Design spi_master_arbiter_flat, sky130hd; sources not shown.
Metal 2:
(4 px per µm)
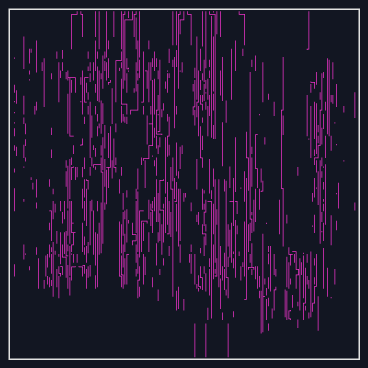
main direction: vertical
share of all routed wire: 46%
longest straight run: 36.7 µm
nets with wire on the layer: 419
met2 Usage GRT: 30.2%
Routed WL: 6820 µm
Vias: 2741

Where the registers sit:
(4 px per µm)
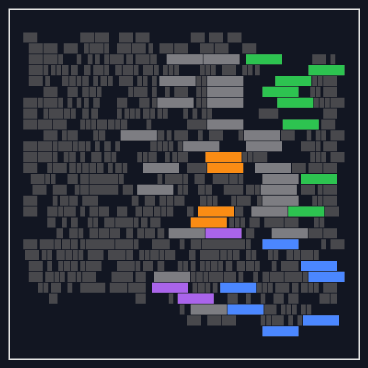
| signal | colour | flops |
|---|---|---|
| u_core.bus.gnt | orange | 4 |
| u_core.state_q | purple | 3 |
| u_core.bus.rx_data | green | 8 |
| u_core.cnt_q | blue | 7 |
Reg area: 1130 µm²
Seq area share: 28.1%
sequential power: 1380 µW

The clock network:
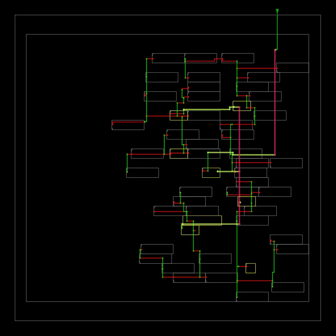
Late-Pin Clk Latency: 0.29 ns
Clk. pwr: 668 µW
CTS sink cnt: 45
Inserted Clock Buffers: 5

Local utilization:
(4 px per µm) The die is cut into 9 by 9 equal tiles; black is low, pale yellow is high, 0 to 100% covered.
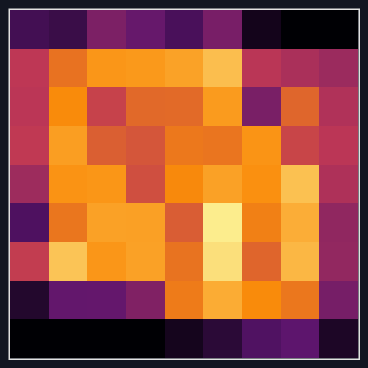
fullest tile: 96%
nearly empty tiles: 7.4%
mean over tiles: 52%
tiles over 75% full: 27%
Floorplan Utilization: 46.1%
Core Util, Final: 65.4%
Core Footprint: 6130 µm²

Floorplan with the power grid:
(4 px per µm) Pins as bars on the die edge.
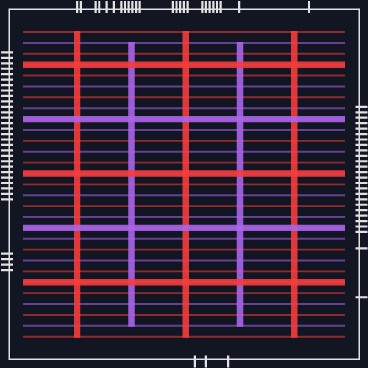
| net | colour |
|---|---|
| VDD | purple |
| VSS | red |
met5 straps: 5
met1 rails: 29
met4 straps: 5
signal pins: 86
die width: 87.1 µm
Die Y-Extent: 87.1 µm
maximum vdd ir drop: 0.858 mV

==> out/qor.csv <==
stage;metric;value;unit
job;max-cap violation count;0;
detailed_routing;First-pass DRT Iterations;4;
final_timing;Final Cycle Share;90.6;%
logic_synthesis;Avg Cell Area, Syn;7.33;µm²
floorplan;io pins;86;
critical_path;Buf/Inv on CP;3;
critical_path;crit start category;flop;
clocking;clock root buffer;clkbuf_8;
detailed_routing;WL per Instance;12.1;µm
global_route;busiest layer in global routing;met2;
power_and_ir_drop;sw frac;43.5;%
floorplan;die area;7590;µm²
detailed_routing;met2 WL;3130;µm
status;status;finished clean;
final_timing;unrepaired setup endpoints after global routing;no;
logic_synthesis;Synth Cell Area;2830;µm²
critical_path;crit path max-delay cell type;dfrtp_1;
final_timing;Slew Viols, Final;0;
critical_path;CP arrival;2.14;ns
clocking;post-CTS sizing;0;
detailed_routing;ANT nets after route;0;
logic_synthesis;yosys simple share;37.2;%
final_timing;fmax;526;MHz
logic_synthesis;Mapped Nets;452;
critical_path;cell depth of the worst setup path;14;
logic_synthesis;flip-flops with a built-in enable;0;
logic_synthesis;Async S/R FF share, synth;100;%
finish;Area Growth Syn to Fin;41.8;%
power_and_ir_drop;comb pwr;3660;µW
logic_synthesis;count leader, synth;nand2_1;
final_timing;worst slew pin tran;0.549;ns
critical_path;max incr delay on CP;0.42;ns
floorplan;# rows;28;
finish;layout cells sized above 1;11.7;%
logic_synthesis;aoi share;5.31;%
critical_path;critical path type;flop to flop;
logic_synthesis;Main logic family;simple AND/OR/NAND/NOR gates;
logic_synthesis;XOR/XNOR Area Share;1.24;%
detailed_routing;DRC viols;0;
placement;RePlAce Congestion;0.927;
finish;Commonest Layout Cell;nand2_1;
final_timing;Hold Fails Final Rpt;0;
critical_path;delay-heaviest family, CP;simple AND/OR/NAND/NOR gates;
global_route;vias in the first global route;2672;
final_timing;setup violators final;0;
clocking;Clock Tree Buf Depth;2;
logic_synthesis;Adder Share, Synth;4.87;%
placement;DP Wirelength;5280;µm
global_route;antenna violations before repair;0;
critical_path;CP Capture Type;flop;
logic_synthesis;ys flops;45;
global_route;Total GRT Usage;18.6;%
clocking;Setup Fix Bufs, Post-CTS;0;
detailed_routing;WL met3;486;µm
final_timing;Setup TNS Final;0;ns
global_route;largest net degree at the start of global routing;46;
power_and_ir_drop;leakage;0.00206;µW
logic_synthesis;yosys cell count;386;
global_route;gr ovfl total;0;
clocking;clk slew on worst S/H paths;0.08;ns
clocking;hold buffers post-CTS;0;
global_route;first-pass GRT wire length;11500;µm
clocking;CTS tree;built;
detailed_routing;via/cell ratio;4.87;
detailed_routing;top sig layer;met4;
final_timing;relative slew slack;63.4;%
logic_synthesis;Synth cell types;32;
logic_synthesis;synth warn;0;
critical_path;most used cell, CP;nand2_1;
critical_path;Critical Path RT;2.34;ns
power_and_ir_drop;Clk network pwr share;11.7;%
final_timing;Final min period;1.90;ns
power_and_ir_drop;switching power;2490;µW
detailed_routing;Met1 Wirelength;3100;µm
global_route;met3 GRT Util;3.69;%
critical_path;worst r2r path cells;14;
power_and_ir_drop;P per Cell Area;1420;nW/µm²
logic_synthesis;Cell area leaders;dfrtp_1 (40%), nand2_1 (15%), nand3_1 (8.0%), inv_1 (7.8%), ha_1 (4.9%);
logic_synthesis;Top cell area share;39.8;%
logic_synthesis;yosys synthesis chip area;2830;µm²
finish;most frequent cells in the layout;nand2_1 (111), clkdlybuf4s50_1 (84), inv_1 (58);
logic_synthesis;Synth Seq Share;39.8;%
power_and_ir_drop;Comb power frac;64.1;%
global_route;met1 Track Usage GR;25.0;%
critical_path;CP max FO;10;
hold_path;Min-Delay Path Class;input pin to asynchronous set/reset pin;
finish;Antenna Diode Count;0;
power_and_ir_drop;Int Pwr;3230;µW
finish;nets;553;
job;tool warning count;34;
logic_synthesis;top cells by count, synth;nand2_1 (112), inv_1 (59), dfrtp_1 (45), nand3_1 (45), nor2_1 (29);
final_timing;worst clock skew;0.00662;ns
power_and_ir_drop;Seq pwr share;24.2;%
critical_path;critical-path cell list;inv_4 > ha_2 > inv_2 > nand3_4 > nand2_4 > nor2_1 > nand2_1 > nand2_2 > a21oi_2 > buf_4 > nand3_1 > nand2_1 > nand2_1 > nand2_1;
logic_synthesis;Post-Syn Instances;386;
detailed_routing;DRT iter0 DRCs;169;
placement;number of I/O port buffers;85;
logic_synthesis;Top FF cell, synth;dfrtp_1;
clocking;H-tree depth;2;
critical_path;R2R Setup Slk;0.20;ns
logic_synthesis;Mux area share;0.354;%
logic_synthesis;Synth area leader;dfrtp_1;
power_and_ir_drop;Top pwr grp;combinational logic;
-- metrics by stage --
step | hold slack, ns | cells | setup WS [ns] | total power (µW) | cell area, µm²
2_1_floorplan | 0.124 | 386 | 0.0734 | 3630 | 2830
3_3_place_gp | 0.460 | 555 | 0.000661 | 4950 | 3880
3_5_place_dp | 0.465 | 555 | -0.0622 | 5030 | 3880
4_1_cts | 0.211 | 563 | 0.129 | 5720 | 4010
5_1_grt | 0.233 | 563 | 0.0408 | 6260 | 4010
6_report | 0.185 | 563 | 0.197 | 5710 | 4010
-- layout make-up --
type,count,area (µm²)
Timing Repair Buffer,106,1040
Multi-Input combinational cell,267,1390
Inverter,62,238
Tap cell,75,93.8
Clock inverter,2,37.5
Fill cell,503,2120
Clock buffer,6,82.6
Sequential cell,45,1130
Power figures rest on the tool's default switching activity, not on a simulated workload.
